**src/rtl/psc_trigger_pkg.sv**
```systemverilog
// Shared definitions for the PSC trigger link.
// The receive parser and the transmit-side byte ROM both use these:
// K-character framing constants, the trigger command value, the
// payload geometry, the receive state encoding and the abort cause codes.
package psc_trigger_pkg;

    localparam logic [7:0] SOP      = 8'b001_11100;  // K28.1
    localparam logic [7:0] EOP      = 8'b101_11100;  // K28.5
    localparam logic [7:0] TRIG_CMD = 8'h30;

    localparam int PAYLOAD_LEN = 8;
    localparam int TIMEOUT     = 64;

    localparam int IDX_W = $clog2(PAYLOAD_LEN);
    localparam int TMO_W = $clog2(TIMEOUT + 1);

    localparam logic [IDX_W-1:0] IDX_CMD  = IDX_W'(1);
    localparam logic [IDX_W-1:0] IDX_LAST = IDX_W'(PAYLOAD_LEN - 1);
    // The abort is decided on the TIMEOUT-th empty cycle, i.e. when the
    // counter already holds TIMEOUT-1 and another empty cycle arrives.
    localparam logic [TMO_W-1:0] TMO_LAST = TMO_W'(TIMEOUT - 1);

    typedef enum logic [1:0] {
        ST_IDLE       = 2'd0,
        ST_PAYLOAD    = 2'd1,
        ST_EXPECT_EOP = 2'd2
    } rx_state_t;

    typedef enum logic [1:0] {
        ERR_NONE    = 2'd0,
        ERR_CODE    = 2'd1,
        ERR_FORMAT  = 2'd2,
        ERR_TIMEOUT = 2'd3
    } err_code_t;

    // True when the decoded byte is the given K character.
    function automatic logic k_match(input logic is_k,
                                     input logic [7:0] data,
                                     input logic [7:0] ch);
        return is_k && (data == ch);
    endfunction

endpackage

```
**src/rtl/psc_sat_counter.sv**
```systemverilog
// Saturating up-counter for host-visible statistics.
// Ports:
//   clk, rst_n : clock and asynchronous active-low reset
//   inc        : increment request for this cycle
//   count      : current value; sticks at all-ones instead of wrapping
module psc_sat_counter #(
    parameter int WIDTH = 16
) (
    input  logic             clk,
    input  logic             rst_n,
    input  logic             inc,
    output logic [WIDTH-1:0] count
);

    always_ff @(posedge clk or negedge rst_n) begin
        if (!rst_n) begin
            count <= '0;
        end else if (inc && (count != '1)) begin
            count <= count + WIDTH'(1);
        end
    end

endmodule

```
**src/rtl/psc_trigger_rx_parser.sv**
```systemverilog
// Receive-side parser for the PSC trigger link.
// Frames SOP / 8 payload bytes / EOP packets from the 8b/10b decoder
// output, checks the fixed payload layout and reports results.
// Ports:
//   clk, rst_n   : clock and asynchronous active-low reset
//   rx_valid     : a decoded byte is presented this cycle
//   rx_data      : decoded byte
//   rx_is_k      : byte is a K character
//   rx_code_err  : decoder flagged a disparity/code violation
//   trigger      : one-cycle pulse on a completed trigger packet
//   pkt_done     : one-cycle pulse on any completed valid packet
//   pkt_err      : one-cycle pulse on a packet abort
//   err_code     : cause of the last abort (1 code/K, 2 format, 3 timeout)
//   last_cmd     : command byte of the last valid packet
//   pkt_count    : saturating count of valid packets
//   err_count    : saturating count of aborted packets
module psc_trigger_rx_parser
    import psc_trigger_pkg::*;
(
    input  logic        clk,
    input  logic        rst_n,
    input  logic        rx_valid,
    input  logic [7:0]  rx_data,
    input  logic        rx_is_k,
    input  logic        rx_code_err,
    output logic        trigger,
    output logic        pkt_done,
    output logic        pkt_err,
    output logic [1:0]  err_code,
    output logic [7:0]  last_cmd,
    output logic [15:0] pkt_count,
    output logic [15:0] err_count
);

    rx_state_t        state;
    logic [IDX_W-1:0] idx;
    logic [TMO_W-1:0] tmo_cnt;
    logic [7:0]       pending_cmd;
    err_code_t        err_code_q;

    logic      is_sop;
    logic      is_eop;
    logic      ev_abort;
    logic      ev_resync;
    logic      ev_done;
    err_code_t ev_code;

    assign is_sop   = k_match(rx_is_k, rx_data, SOP);
    assign is_eop   = k_match(rx_is_k, rx_data, EOP);
    assign err_code = err_code_q;

    // Decide this cycle's packet outcome. The events are combinational so
    // the statistics counters update on the same edge as the pulses.
    // A code-errored SOP is treated as a plain code error, not a resync.
    always_comb begin
        ev_abort  = 1'b0;
        ev_resync = 1'b0;
        ev_done   = 1'b0;
        ev_code   = ERR_NONE;
        case (state)
            ST_PAYLOAD: begin
                if (rx_valid) begin
                    if (rx_code_err) begin
                        ev_abort = 1'b1;
                        ev_code  = ERR_CODE;
                    end else if (rx_is_k) begin
                        ev_abort  = 1'b1;
                        ev_code   = ERR_CODE;
                        ev_resync = is_sop;
                    end else if (idx == IDX_CMD) begin
                        if ((rx_data != TRIG_CMD) && (rx_data != 8'h00)) begin
                            ev_abort = 1'b1;
                            ev_code  = ERR_FORMAT;
                        end
                    end else if (rx_data != 8'h00) begin
                        ev_abort = 1'b1;
                        ev_code  = ERR_FORMAT;
                    end
                end else if (tmo_cnt == TMO_LAST) begin
                    ev_abort = 1'b1;
                    ev_code  = ERR_TIMEOUT;
                end
            end
            ST_EXPECT_EOP: begin
                if (rx_valid) begin
                    if (rx_code_err) begin
                        ev_abort = 1'b1;
                        ev_code  = ERR_CODE;
                    end else if (is_eop) begin
                        ev_done = 1'b1;
                    end else if (rx_is_k) begin
                        ev_abort  = 1'b1;
                        ev_code   = ERR_CODE;
                        ev_resync = is_sop;
                    end else begin
                        ev_abort = 1'b1;
                        ev_code  = ERR_FORMAT;
                    end
                end else if (tmo_cnt == TMO_LAST) begin
                    ev_abort = 1'b1;
                    ev_code  = ERR_TIMEOUT;
                end
            end
            default: begin
            end
        endcase
    end

    always_ff @(posedge clk or negedge rst_n) begin
        if (!rst_n) begin
            state       <= ST_IDLE;
            idx         <= '0;
            tmo_cnt     <= '0;
            pending_cmd <= '0;
            trigger     <= 1'b0;
            pkt_done    <= 1'b0;
            pkt_err     <= 1'b0;
            err_code_q  <= ERR_NONE;
            last_cmd    <= '0;
        end else begin
            trigger  <= 1'b0;
            pkt_done <= 1'b0;
            pkt_err  <= 1'b0;

            if (ev_abort) begin
                pkt_err    <= 1'b1;
                err_code_q <= ev_code;
            end

            if (ev_done) begin
                pkt_done <= 1'b1;
                last_cmd <= pending_cmd;
                trigger  <= (pending_cmd == TRIG_CMD);
            end

            if (ev_abort) begin
                // A SOP inside a packet both aborts the old one and opens
                // a new one, so the stream resynchronises without a gap.
                idx     <= '0;
                tmo_cnt <= '0;
                state   <= ev_resync ? ST_PAYLOAD : ST_IDLE;
            end else begin
                case (state)
                    ST_IDLE: begin
                        if (rx_valid && is_sop && !rx_code_err) begin
                            state   <= ST_PAYLOAD;
                            idx     <= '0;
                            tmo_cnt <= '0;
                        end
                    end
                    ST_PAYLOAD: begin
                        if (rx_valid) begin
                            tmo_cnt <= '0;
                            if (idx == IDX_CMD) begin
                                pending_cmd <= rx_data;
                            end
                            if (idx == IDX_LAST) begin
                                state <= ST_EXPECT_EOP;
                            end else begin
                                idx <= idx + IDX_W'(1);
                            end
                        end else begin
                            tmo_cnt <= tmo_cnt + TMO_W'(1);
                        end
                    end
                    ST_EXPECT_EOP: begin
                        if (ev_done) begin
                            state <= ST_IDLE;
                        end else if (!rx_valid) begin
                            tmo_cnt <= tmo_cnt + TMO_W'(1);
                        end
                    end
                    default: begin
                        state <= ST_IDLE;
                    end
                endcase
            end
        end
    end

    psc_sat_counter #(.WIDTH(16)) u_pkt_counter (
        .clk   (clk),
        .rst_n (rst_n),
        .inc   (ev_done),
        .count (pkt_count)
    );

    psc_sat_counter #(.WIDTH(16)) u_err_counter (
        .clk   (clk),
        .rst_n (rst_n),
        .inc   (ev_abort),
        .count (err_count)
    );

endmodule

```
**config.mk**
```make
export PLATFORM = sky130hd
export DESIGN_NAME = psc_trigger_rx_parser
export DESIGN_NICKNAME = d
export VERILOG_FILES = /design/src/rtl/psc_trigger_pkg.sv /design/src/rtl/psc_sat_counter.sv /design/src/rtl/psc_trigger_rx_parser.sv
export SDC_FILE = /design/constraint.sdc
export NUM_CORES = 1
export LEC_CHECK = 0
export CORE_MARGIN = 2
export CORE_UTILIZATION = 53
export DETAILED_ROUTE_END_ITERATION = 10
export GPL_ROUTABILITY_DRIVEN = 0
export PLACE_DENSITY_LB_ADDON = 0.1
export SLEW_MARGIN = 10
export SYNTH_ARGS = -nofsm -noshare
export SYNTH_HDL_FRONTEND = slang
export SYNTH_SLANG_ARGS = --single-unit
export TNS_END_PERCENT = 100
```
**constraint.sdc**
```tcl
create_clock -name clk -period 2.7 [get_ports clk]
set_clock_uncertainty 0.1 [all_clocks]
set_input_delay 0.54 -clock clk [delete_from_list [all_inputs] [get_ports clk]]
set_output_delay 0.54 -clock clk [all_outputs]
set_load 0.05 [all_outputs]
```
**Run 1: met1 routing**

Supply wires on this layer in gray.
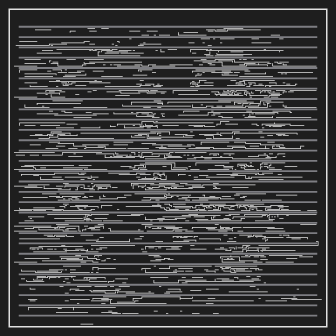
wire length on this layer: 3560 µm
nets with wire on the layer: 394
share of all routed wire: 46%
longest straight run: 23.0 µm
routed wire length: 7.68 mm
routed vias: 2779
met1 track demand over resource: 31.2%

**Run 1: metal 2**

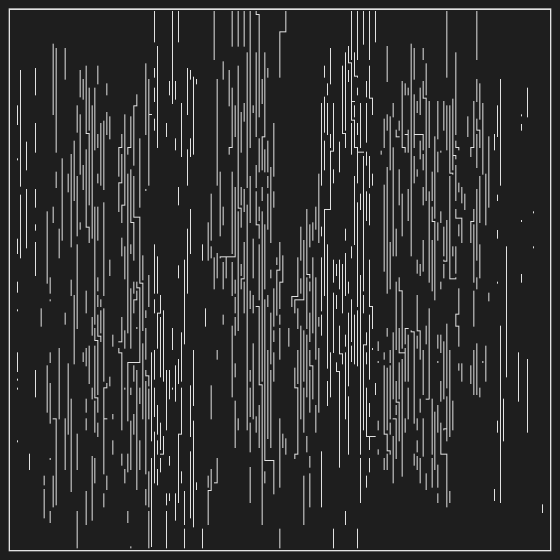
main direction: vertical
nets with wire on the layer: 384
longest straight run: 34.7 µm
met2 global-route usage: 37.8%

**Run 1: metal 3**

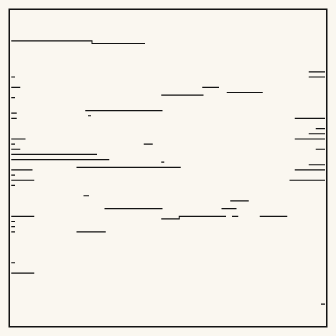
nets with wire on the layer: 41
main direction: horizontal
GR Util met3: 6.16%

==> results.py, run 1 <==
# Flow results
metrics = {
    "global_route": {
        "grt_antenna_before_repair": 0,
        "grt_max_degree": 66,
    },
    "worst_setup_path": {
        "crit_family": "buffers and inverters",
        "path_depth": 7,
        "cp.required_ns": 2.82,
        "path_cells": "clkdlybuf4s50_1 -> nand4_1 -> nor4_4 -> o21bai_2 -> a2111oi_4 -> buf_4 -> mux2_2",
        "path_class": "in2reg",
        "reg2regPathDepth": 7,
        "slowest_delay_ns": 0.54,
        "crit_arrival_ns": 2.61,
        "critPathCaptureType": "flop",
    },
    "cells_and_area": {
        "reg.largest.list": "u_err_counter.count (16), u_pkt_counter.count (16)",
        "inverters": 10,
        "n_antenna_cell": 0,
        "syn_to_final_growth_pct": 35.7,
        "clkbuf_count": 9,
        "clock_area_share_pct": 4.84,
        "fillers": 419,
        "layout-drive-gt1-share_pct": 22.0,
        "logic_gate_count": 227,
    },
    "clock_network": {
        "ctsHoldBuffers": 0,
        "numCtsBuffers": 9,
        "cts_tree": "done",
        "cts.sinks": 65,
        "path_clk_slew_ns": 0.08,
    },
    "place": {
        "placedCellCount": 472,
        "dpl-instance-area_um2": 4270,
        "io_buffer_count": 57,
        "pre_cts_ws_ns": -0.414,
    },
    "timing": {
        "whs_ns": 0.103,
        "hold_violations": 0,
        "period_used_pct": 92.1,
        "fmax_ghz": 0.402,
        "tns_ns": 0,
        "layout_min_cycle_time_ns": 2.49,
        "finalSetupViolations": 0,
    },
    "route": {
        "drt_pass1_iterations": 4,
        "dr_wl_met2_mm": 3.74,
        "top_layer": "met4",
        "wl_met1_mm": 3.56,
        "first_iter_violations": 148,
    },
    "logic_synthesis": {
        "yosys-top-cells-count": "dfrtp_1 (65), nand2_1 (31), xor2_1 (23)",
        "synth_area_um2": 3330,
        "ys_warn_count": 0,
        "synth_cell_types": 53,
        "ys_seq_elements": 65,
        "compound_area_share_pct": 9.99,
        "ys_chip_area_um2": 3330,
        "postSynth.asyncResetShare_pct": 100,
        "synth_top_cell_by_count": "dfrtp_1",
        "ys_top_cells_by_area": "dfrtp_1 (49%), mux2_2 (6.8%), xor2_1 (6.0%)",
        "floorplan.nets": 331,
        "mux_share_pct": 7.36,
        "synthCells": 308,
        "synth.yosys.num_cells": 308,
        "synth.logic.top_family": "simple AND/OR/NAND/NOR gates",
    },
    "power": {
        "p_leak_nw": 2.11,
        "p_sw_mw": 0.498,
        "power.internal_mw": 1.58,
        "powerSeq_mw": 1.03,
        "p_seq_share_pct": 49.5,
        "comb_power_share_pct": 6.5,
        "clk-power_mw": 0.913,
    },
    "outcome": {
        "outcome": "completed",
    },
    "floorplan": {
        "fp.dieW_um": 83.3,
        "core-area_um2": 5990,
        "initial_utilization_pct": 55.6,
        "die_area_um2": 6940,
    },
    "job": {
        "drv_cap": 0,
    },
    "hold_path": {
        "min_path_type": "in2async",
    },
}
## Run 2: what changed since run 1
- SETUP_SLACK_MARGIN: not set -> 0.1
**Run 2: metal 3**

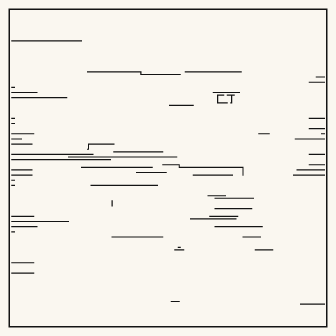
wire length on this layer: 484 µm
main direction: horizontal
share of all routed wire: 6.2%
longest straight run: 28.5 µm
nets with wire on the layer: 51
routed vias: 2799
routed wire length: 7.76 mm
GR Util met3: 7.55%

**Run 2: clock routing**

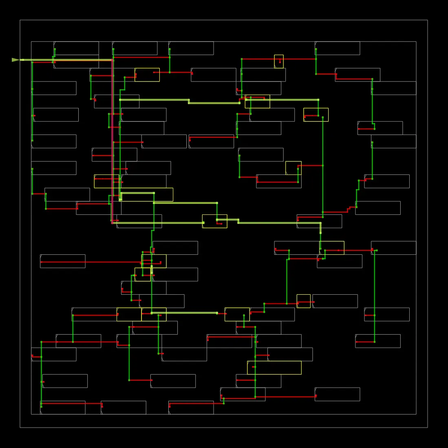
clock sinks: 65
Power Clock: 0.941 mW
Late-Pin Clk Latency: 0.34 ns

==> run 2 against run 1 <==
Against the previous run: non-clock buffer count is 2 lower; sequential share of layout area is the same; maximum frequency decreased by 4.6%; utilization is the same; die area unchanged; cell count down 0.41%; hold slack got worse by 0.027 ns; register-to-register slack is essentially flat; flip-flop count did not move; power up 1.6%; critical path type unchanged; clock power grew 3.1%.
==> results.py, run 2 <==
# Flow results
metrics = {
    "outcome": {
        "outcome": "completed",
    },
    "route": {
        "drt_pass1_iterations": 5,
        "wl_met1_mm": 3.32,
        "first_iter_violations": 146,
        "top_layer": "met4",
    },
    "global_route": {
        "grt_max_degree": 44,
        "grt_use_met2_pct": 38.5,
        "grt_antenna_before_repair": 0,
    },
    "timing": {
        "finalSetupViolations": 0,
        "layout_min_cycle_time_ns": 2.61,
        "whs_ns": 0.0759,
        "fmax_ghz": 0.383,
        "tns_ns": 0,
    },
    "place": {
        "io_buffer_count": 57,
        "placedCellCount": 470,
    },
    "power": {
        "comb_power_share_pct": 6.7,
        "power.internal_mw": 1.61,
        "p_sw_mw": 0.502,
        "powerSeq_mw": 1.03,
    },
    "cells_and_area": {
        "fillers": 411,
        "syn_to_final_growth_pct": 35.7,
        "n_antenna_cell": 0,
        "reg.largest.list": "u_err_counter.count (16), u_pkt_counter.count (16)",
    },
    "logic_synthesis": {
        "ys_seq_elements": 65,
        "synth.yosys.num_cells": 308,
        "synth_cell_types": 53,
        "ys_warn_count": 0,
        "mux_share_pct": 7.36,
        "synth_area_um2": 3330,
    },
    "worst_setup_path": {
        "reg2regPathDepth": 7,
        "path_class": "in2reg",
    },
    "floorplan": {
        "core-area_um2": 5990,
        "initial_utilization_pct": 55.6,
        "fp.dieW_um": 83.3,
    },
    "job": {
        "drv_cap": 0,
    },
    "clock_network": {
        "ctsHoldBuffers": 0,
        "path_clk_slew_ns": 0.07,
    },
}
## Run 3: what changed since run 2
- clock period: 2.7 -> 2.5 ns (I/O delays scaled with it)
**Run 3: metal 3**

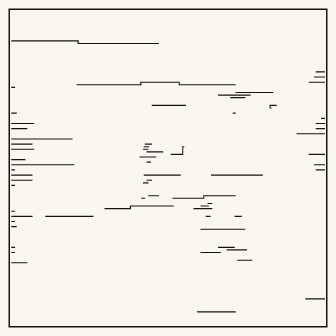
wire length on this layer: 377 µm
main direction: horizontal
longest straight run: 21.2 µm
nets with wire on the layer: 54
share of all routed wire: 4.7%
routed vias: 2854
GR Util met3: 5.57%

**Run 3: clock routing**

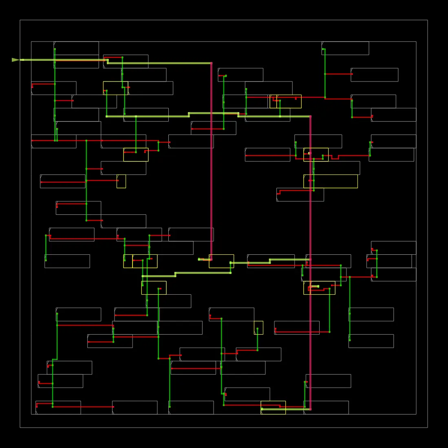
Power Clock: 0.834 mW
CTS buffer count: 9

==> run 3 against run 2 <==
Against the previous run: count of clock-buffer cells in the layout up 1; sequential share of layout area decreased by 0.37 points; global-route usage grew 0.44 points; critical path depth is 2 lower; combinational power grew about 10%; critical path type is now reg2reg; critical endpoint is now pending_cmd[7]$_DFFE_PN0P_; largest cell class unchanged; largest power group unchanged.
==> results.py, run 3 <==
# Flow results
metrics = {
    "logic_synthesis": {
        "syn_avg_cell_area_um2": 10.8,
        "ys_seq_elements": 65,
        "yosys-top-cells-count": "dfrtp_1 (65), nand2_1 (31), xor2_1 (23)",
        "mux_share_pct": 7.36,
        "ys_warn_count": 0,
        "ys_chip_area_um2": 3330,
        "synth_top_cell_by_count": "dfrtp_1",
        "synth_cell_types": 53,
        "ys_top_cells_by_area": "dfrtp_1 (49%), mux2_2 (6.8%), xor2_1 (6.0%)",
        "synth.yosys.num_cells": 308,
        "floorplan.nets": 331,
        "synthCells": 308,
        "synth.logic.top_family": "simple AND/OR/NAND/NOR gates",
        "postSynth.asyncResetShare_pct": 100,
        "synth_area_um2": 3330,
        "compound_area_share_pct": 9.99,
        "synth_top_cell_by_area": "dfrtp_1",
    },
    "worst_setup_path": {
        "reg2regPathDepth": 7,
        "critPathCaptureType": "flop",
        "crit_end": "pending_cmd[7]$_DFFE_PN0P_",
        "path_class": "reg2reg",
        "slowest_delay_ns": 0.41,
        "path_depth": 7,
        "cp.required_ns": 2.62,
        "path_cells": "inv_1 -> ha_4 -> and4b_1 -> a22o_1 -> a2111oi_4 -> buf_4 -> mux2_4",
        "crit_arrival_ns": 2.48,
        "reg2reg_to": "pending_cmd[7]$_DFFE_PN0P_",
        "crit_family": "AND-OR/OR-AND gates",
    },
    "route": {
        "top_layer": "met4",
        "drt_pass1_iterations": 4,
        "finalWirelength_mm": 8.11,
        "dr_wl_met2_mm": 4.02,
        "ant_nets": 0,
        "via_per_inst": 5.77,
        "drc": 0,
        "wl_met1_mm": 3.58,
        "first_iter_violations": 124,
    },
    "timing": {
        "tns_ns": 0,
        "layout_min_cycle_time_ns": 2.36,
        "hold_violations": 0,
        "max_slew_margin_pct": 51.2,
        "fmax_ghz": 0.424,
        "whs_ns": 0.382,
        "period_used_pct": 94.4,
        "finalSetupViolations": 0,
    },
    "clock_network": {
        "path_clk_slew_ns": 0.07,
        "cts_buffer_depth": 2,
        "cts.sinks": 65,
        "clk_latency_ns": 0.34,
        "cts_tree": "done",
        "cts-resized-gates": 18,
        "ctsHoldBuffers": 1,
    },
    "cells_and_area": {
        "fillers": 400,
        "syn_to_final_growth_pct": 37.9,
        "final_cell_count_no_fill": 495,
        "sh_comb_area_pct": 37.7,
        "clkbuf_count": 11,
        "n_antenna_cell": 0,
        "logic_gate_count": 227,
        "area_share_nonclk_buffers_pct": 20.0,
        "dominant_cells": "logic gates",
        "reg.largest.list": "u_err_counter.count (16), u_pkt_counter.count (16)",
        "clock_area_share_pct": 3.84,
        "layout-drive-gt1-share_pct": 26.9,
        "inverters": 10,
    },
    "global_route": {
        "grt_max_degree": 35,
        "grt_use_met2_pct": 39.1,
        "grt_antenna_before_repair": 0,
        "use_met1_pct": 31.3,
    },
    "place": {
        "placedCellCount": 475,
        "pre_cts_ws_ns": -0.411,
        "io_buffer_count": 57,
        "dpl-instance-area_um2": 4310,
    },
    "floorplan": {
        "fp.dieW_um": 83.3,
        "die_area_um2": 6940,
        "initial_utilization_pct": 55.6,
        "core-area_um2": 5990,
    },
    "power": {
        "p_leak_nw": 2.10,
        "comb_power_share_pct": 7.4,
        "p_total_mw": 2.11,
        "powerSeq_mw": 1.12,
        "power.internal_mw": 1.60,
        "p_seq_share_pct": 53.0,
        "p_sw_mw": 0.506,
    },
    "job": {
        "drv_cap": 0,
    },
    "outcome": {
        "outcome": "completed",
    },
    "hold_path": {
        "min_path_type": "reg2reg",
    },
}
Power and IR drop assume default switching activity.
